==> config.mk <==
export PLATFORM = sky130hd
export DESIGN_NAME = apb_uart_fifo_flat
export DESIGN_NICKNAME = d
export VERILOG_FILES = /design/src/rtl/apb_uart_fifo_if.sv /design/src/rtl/apb_uart_fifo.sv /design/src/flat_wrapper.sv
export SDC_FILE = /design/constraint.sdc
export NUM_CORES = 1
export LEC_CHECK = 0
export ABC_AREA = 0
export CAP_MARGIN = 10
export CORE_AREA = 2 2 232 234
export CTS_CLUSTER_SIZE = 8
export DETAILED_ROUTE_END_ITERATION = 8
export DIE_AREA = 0 0 234 236
export GPL_TIMING_DRIVEN = 0
export PLACE_DENSITY = 0.56
export SYNTH_ARGS = -nofsm -noshare
export SYNTH_HDL_FRONTEND = slang
export SYNTH_SLANG_ARGS = --single-unit
==> constraint.sdc <==
create_clock -name PCLK -period 4.1 [get_ports PCLK]
set_input_delay 0.41 -clock PCLK [delete_from_list [all_inputs] [get_ports PCLK]]
set_output_delay 0.41 -clock PCLK [all_outputs]
set_load 0.03 [all_outputs]
Run 1, signal wires on met4:
(2 px per um) Supply wires on this layer in gray.
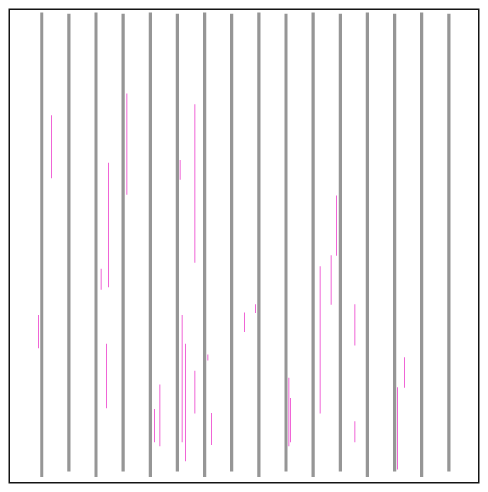
main direction = vertical
wire length on this layer = 782 um
final WL: 36630 um
DR vias: 9014

Run 1, wiring by layer:
(2 px per um) Only two layers are drawn.
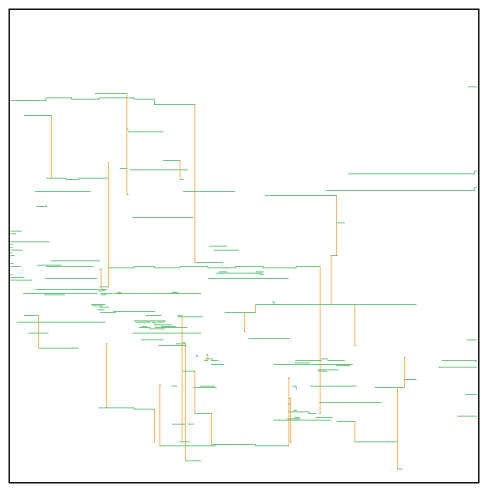
orange -> metal 4  # wire length 782 um
green -> metal 3  # wire length 1920 um
drt wl/cell: 19.78 um
gr usage total: 0.1353

Run 1, where the registers sit:
(2 px per um)
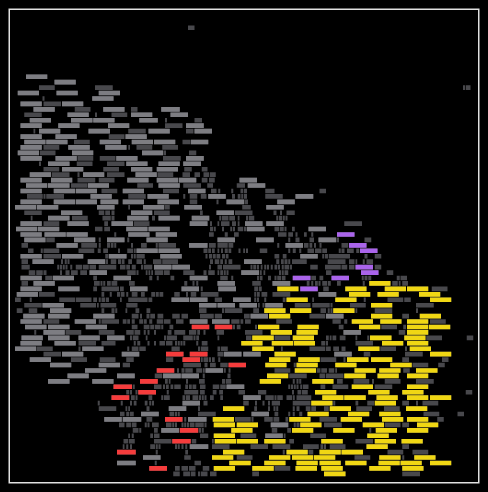
red -> u_core.div_q  # flops 16
purple -> u_core.tx_shift_q  # flops 8, where east
yellow -> u_core.tx_mem  # flops 128
not colored = 213
Flop area: 10430 um^2
Seq/total area: 0.5605

==> impl_metrics.csv, run 1 <==
group,metric,value,unit
grt,grt_antenna_before_repair,0,
yosys,syn_avg_cell_area,15.38,um^2
sta,fin_skew,24.88,ps
grt,grt_overflow,0,
grt,grt_pass1_vias,9191,
routing,avgViaCountPerCell,4.867,
yosys,yosys_area,15730,um^2
placed_design,gp_congestion,0.8305,
clock_network,h-tree-depth,2,
clock_network,cts.sinks,365,
run_status,status,"finished clean",
routing,drt_iter0_drc,702,
cells_and_area,syn2layout_area_growth,18.28,%
yosys,ys.flops,365,
clock_network,cts.root.buffer_cell,"clkbuf_16",
floorplanning,die_w,234,um
cells_and_area,drive_gt1_frac,0.1920,
worst_setup_path,path_class,"input pin to primary output",
placed_design,placed_cell_area,17020,um^2
routing,drc,0,
job,cap_violations,0,
sta,clock.fmax,0.2509,GHz
routing,first_pass_iters,5,
yosys,top_area_cell,"edfxtp_1",
cells_and_area,nNetsFinal,1153,
yosys,synth_nets,1063,
placed_design,portBuffers,33,
yosys,top_area_frac,0.4887,
sta,finalHoldViolCount,0,
cells_and_area,design_area,18610,um^2
clock_network,clk_pin_slew_worst_paths,50,ps
yosys,ys_seq_share,0.6629,
sta,slew_violations,0,
clock_network,holdBufCountCts,0,
worst_setup_path,reg2reg_slack,460,ps
pwr,leakagePower,0.006806,uW
floorplanning,chipArea,55220,um^2
yosys,synth_cells,1023,
pwr,power_density,450.8,nW/um^2
grt,met2_usage,0.2181,
clock_network,cts_tree,"built",
sta,rsz0062_at_grt,"false",
yosys,ff_type,"edfxtp_1",
floorplanning,core,53070,um^2
worst_setup_path,critPathCaptureType,"primary output",
yosys,async_flop_share,0.2986,
floorplanning,rows,85,
pwr,ir_drop,0.2957,mV
worst_setup_path,critPathLaunchType,"input pin",
grt,grtUsageMet1,0.1860,
yosys,syn_area,15730,um^2
clock_network,clkLatencyLatePin,590,ps
hold_path,holdPathStages,1,
sta,worstMarginPinSlew,1017,ps
worst_setup_path,cp_data_required_time,3690,ps
clock_network,cts_made_buffers,51,
cells_and_area,utilization,0.3506,
grt,grt_max_degree,42,
clock_network,postCtsSetupBuffers,0,
sta,fin_crit,3986,ps
floorplanning,fp_util,0.2964,
yosys,yosysWarningCount,0,
clock_network,clockBufferDepth,3,
yosys,edf_count,256,
routing,ant_nets,0,
grt,grt-busiest-layer,"met2",
cells_and_area,diodes,0,
sta,slew_headroom,0.3194,
floorplanning,die_h,236,um
grt,grtUsageMet3,0.02454,
cells_and_area,fillers,5009,
job,warnings,34,
sta,setup_violations,0,
hold_path,min_path_type,"input pin to flop",
yosys,ys_cells,1023,
yosys,yosysUniqueCellTypes,66,
sta,timing.final.crit_share,0.9722,
grt,grt_pass1_wl,56500,um
placed_design,hpwl,25260,um
worst_setup_path,cp.arrival,3580,ps
yosys,synthTopCellsByArea,"edfxtp_1 49%, dfrtp_1 16%, mux4_2 10%",
worst_setup_path,r2r_cells,6,
worst_setup_path,crit_fanout,8,
floorplanning,io_pins,36,
==> run 1: cells in the final DEF (no fill, tap or decap), drive strengths merged, types with 4 or more instances in the layout <==
cell type	count
nand2b	11
o211ai	8
nand4	9
a21oi	22
xor2	21
o21ai	41
and3	4
nand3	15
edfxtp	256
dfstp	11
xnor2	36
clkbuf	120
mux2i	25
inv	20
mux2	28
dfrtp	98
mux4	73
a22o	4
nor4	8
ha	18
buf	24
nor2b	11
clkdlybuf4s50	26
a31oi	4
nor2	65
nor3	20
nand2	112
a221oi	4
or4	5
==> run 1: layer usage <==
metal,vias to the layer above,wire [um]
li1,4096,-
met1,4618,16160
met2,240,17770
met3,60,1916
met4,0,782
met5,-,0
==> run 1: metrics by stage <==
stage | std cells | worst slack [ps] | total power (uW) | TNS [ps] | hold WS (ps)
after global placement | 1752 | -1875 | 4480 | -420750 | 349.3
after floorplan | 1023 | 328.7 | 4362 | 0 | 345.2
final | 1852 | 113.9 | 8388 | 0 | 244.3
after global routing | 1852 | 11.05 | 8680 | 0 | 225.4
after CTS | 1853 | -17.22 | 8469 | -17.22 | 219.9
after detailed placement | 1758 | -424.5 | 4494 | -44030 | 347.8
==> run 1: where the power goes <==
group          total, uW  internal, uW  switching, uW
sequential          4080          4010           63.1
combinational        355           146            208
clock               3960          2400           1560
total               8390          6560           1830
==> run 1: kinds of logic after synthesis <==
logic type      count (synthesis)  synth area share
simple gates                  278           0.08479
buf+inv                        65           0.01710
other cells                     1         0.0002384
compound gates                112           0.04700
xor+xnor                       58           0.03317
fa+ha+maj                      18           0.01432
flops                         365            0.6629
mux                           126            0.1405
==> run 1: final cells by class <==
class | count | area (um^2) | share of cell area
repair buffers | 39 | 396.6 | 0.02132
well taps | 696 | 870.8 | 0.04680
plain buffers | 43 | 205.2 | 0.01103
clock buffers | 94 | 1469 | 0.07894
inverters | 20 | 78.83 | 0.004236
flip-flops and latches | 365 | 10430 | 0.5605
clock inverters | 2 | 50.05 | 0.002690
multi-input cells | 593 | 5109 | 0.2745
==> run 1: cell usage after synthesis, drive strengths merged, types with 3 or more instances <==
master,instances
dfstp,11
inv,20
mux2i,25
mux4,73
o211ai,8
or4,5
nor3,20
a211oi,3
o21ai,41
o21a,3
xor2,21
nor4,8
o31ai,3
or2,3
edfxtp,256
buf,22
a221oi,4
a21oi,22
a31oi,4
and3,4
nand2b,11
mux2,28
nand4,9
ha,18
a22o,4
or3,3
clkbuf,23
nor2,65
dfrtp,98
nand3,15
nor2b,11
nand2,112
xnor2,36
==> run 1: worst max-delay path, stage by stage <==
cell	delay [ps]
clkdlybuf4s50_1	390
or4_1	520
buf_2	210
or4b_4	560
nor3_4	370
nand2_1	110
a21oi_1	270
clkdlybuf4s50_1	730
==> run 1: repair_timing <==
item | CTS | global route
gates resized | 24 | 13
gates cloned | 0 | 0
endpoints found under the setup margin | 10 | 7
hold endpoints to repair | 0 | 0
Run 1, met1 routing:
(2 px per um) Supply wires on this layer in gray. Cells faint in the background.
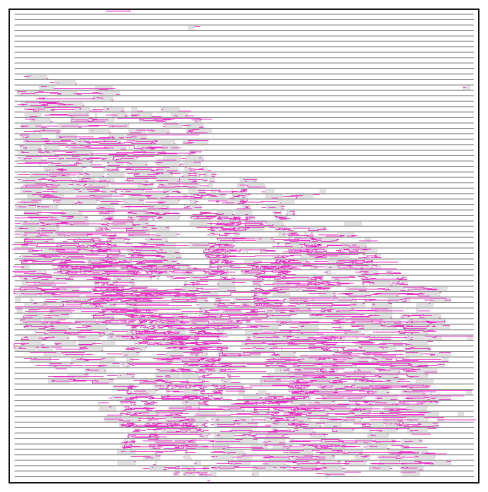

## Run 2: what changed since run 1
--- a/config.mk
+++ b/config.mk
@@ -7,10 +7,10 @@
 export LEC_CHECK = 0
 export ABC_AREA = 0
 export CAP_MARGIN = 10
-export CORE_AREA = 2 2 232 234
+export CORE_AREA = 2 2 327 167
 export CTS_CLUSTER_SIZE = 8
 export DETAILED_ROUTE_END_ITERATION = 8
-export DIE_AREA = 0 0 234 236
+export DIE_AREA = 0 0 329 169
 export GPL_TIMING_DRIVEN = 0
 export PLACE_DENSITY = 0.56
 export SYNTH_ARGS = -nofsm -noshare
Run 2, met1 routing:
(2 px per um) Supply wires on this layer in gray. Cells faint in the background.
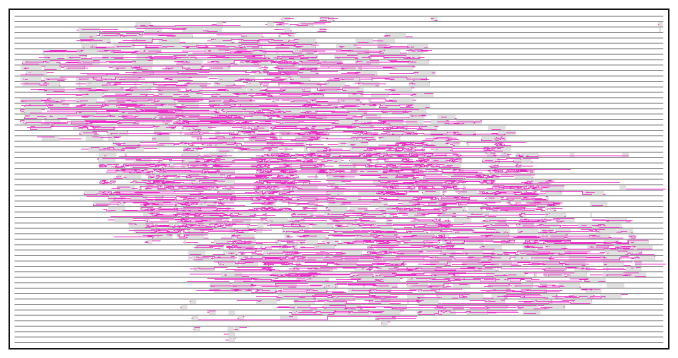
nets with wire on the layer = 1109
main direction = horizontal
wire length on this layer = 21.8 mm
share of all routed wire = 53%
GR Layer Usage met1: 0.2553
final WL: 40860 um
DR vias: 9321

==> impl_metrics.csv, run 2 <==
group,metric,value,unit
yosys,top_area_cell,"edfxtp_1",
pwr,p_int,6556,uW
floorplanning,core,52930,um^2
worst_setup_path,cp_num_buf_inv,3,
yosys,synthTopCellsByArea,"edfxtp_1 49%, dfrtp_1 16%, mux4_2 10%",
pwr,swShare,0.2258,
grt,grt_pass1_wl,61000,um
placed_design,portBuffers,33,
grt,grt_overflow,0,
sta,rsz0062_at_grt,"false",
pwr,switching_power,1912,uW
cells_and_area,drive_gt1_frac,0.1953,
yosys,syn_area,15730,um^2
clock_network,cts.root.buffer_cell,"clkbuf_16",
placed_design,hpwl,28810,um
worst_setup_path,reg2reg_slack,320,ps
worst_setup_path,cp_slowest_cell,"clkdlybuf4s50_1",
yosys,ys_seq_share,0.6629,
yosys,async_flop_share,0.2986,
routing,routedWlPerCell,21.85,um
run_status,status,"finished clean",
sta,timing.final.crit_share,0.9624,
pwr,power_frac_seq,0.481,
sta,setup_violations,0,
yosys,ys.flops,365,
yosys,yosys.area_share.xor_xnor,0.03317,
pwr,leakagePower,0.006825,uW
clock_network,clk_pin_slew_worst_paths,50,ps
worst_setup_path,r2r_cells,9,
sta,finalHoldViolCount,0,
placed_design,gp_congestion,0.8609,
clock_network,h-tree-depth,2,
pwr,p_clk_frac,0.474,
yosys,synth_nets,1063,
placed_design,placed_cell_area,17040,um^2
yosys,top_area_frac,0.4887,
floorplanning,io_pins,36,
cells_and_area,design_area,18660,um^2
sta,slew_violations,0,
yosys,top_cells_by_count,"256 x edfxtp_1, 112 x nand2_1, 98 x dfrtp_1",
worst_setup_path,slowest_delay,690,ps
clock_network,cts.sinks,365,
grt,grt_max_degree,38,
yosys,synthMuxAreaShare,0.1405,
floorplanning,die_h,169,um
cells_and_area,nNetsFinal,1155,
placed_design,dp.cells,1773,
yosys,yosys_area,15730,um^2
worst_setup_path,cp_common_cell,"clkdlybuf4s50_1",
cells_and_area,syn2layout_area_growth,18.60,%
yosys,yosysWarningCount,0,
clock_network,holdBufCountCts,0,
grt,grt_pass1_vias,9039,
routing,drc,0,
worst_setup_path,cp.arrival,3540,ps
cells_and_area,instances_no_fill,1870,
yosys,aoi_share,0.04701,
yosys,synth_cells,1023,
clock_network,clockBufferDepth,3,
worst_setup_path,crit_fanout,8,
worst_setup_path,cp_num_cells,9,
clock_network,clkLatencyLatePin,590,ps
-- run 2: cell counts after synthesis --
Identical to the previous run, type by type.
-- run 2: cell type report --
type | count | area (um^2) | area share
buffer | 43 | 211.5 | 0.01133
clock buffer | 93 | 1465 | 0.07853
clock inverter | 2 | 50.05 | 0.002683
inverter | 20 | 78.83 | 0.004225
multi-input combinational | 593 | 5122 | 0.2746
sequential | 365 | 10430 | 0.5590
tap | 713 | 892.1 | 0.04782
timing repair buffer | 39 | 397.9 | 0.02133
timing repair inverter | 2 | 10.01 | 0.0005365
-- run 2: kinds of logic (layout without fill, tap and decap cells) --
family / count (synthesis) / in the layout
mux: 126 / 126
other cells: 1 / 1
simple gates: 278 / 278
xor+xnor: 58 / 58
fa+ha+maj: 18 / 18
buf+inv: 65 / 199
compound gates: 112 / 112
flops: 365 / 365
-- run 2: power groups by stage --
stage	sequential [uW]	combinational (uW)	clock (uW)
3_3_place_gp	4140	356	0
5_1_grt	4080	420	4280
2_1_floorplan	4120	238	0
6_report	4080	379	4010
3_5_place_dp	4140	365	0
4_1_cts	4070	374	4100
-- run 2: metrics by stage --
stage	total power [uW]	setup TNS (ps)	util	setup WS, ps
finish	8468	0	0.3525	154.2
global route	8781	0	0.3525	6.731
CTS	8543	0	0.3517	3.241
detailed placement	4507	-136480	0.3219	-812.8
global placement	4498	-434290	0.3204	-1845
floorplan	4362	0	-	328.7
-- run 2: metal layers --
metal  routed length [um]  share of wire  vias to the layer above  global-route usage
li1                     -              -                     4102                   -
met1                21820           0.53                     4800              0.2553
met4                  567          0.014                        0             0.02918
met5                    0              0                        -                   0
met2                14840           0.36                      366              0.1772
met3                 3637          0.089                       53             0.04184
-- run 2: timing repair --
action,in CTS,in global routing
cloned,2,0
hold endpoints to repair,0,0
buffers inserted,1,0
endpoints found under the setup margin,41,14
resized,23,14
-- run 2: worst reg2reg max path: stages (launching register included) --
cell and delay, ps:
dfrtp_1 360, buf_2 290, buf_2 420, clkbuf_1 620
mux4_2 470, a221oi_1 570, xor2_1 160, xnor2_1 270
xnor3_1 250, mux2_2 260
Power figures rest on the tool's default switching activity, not on a simulated workload.
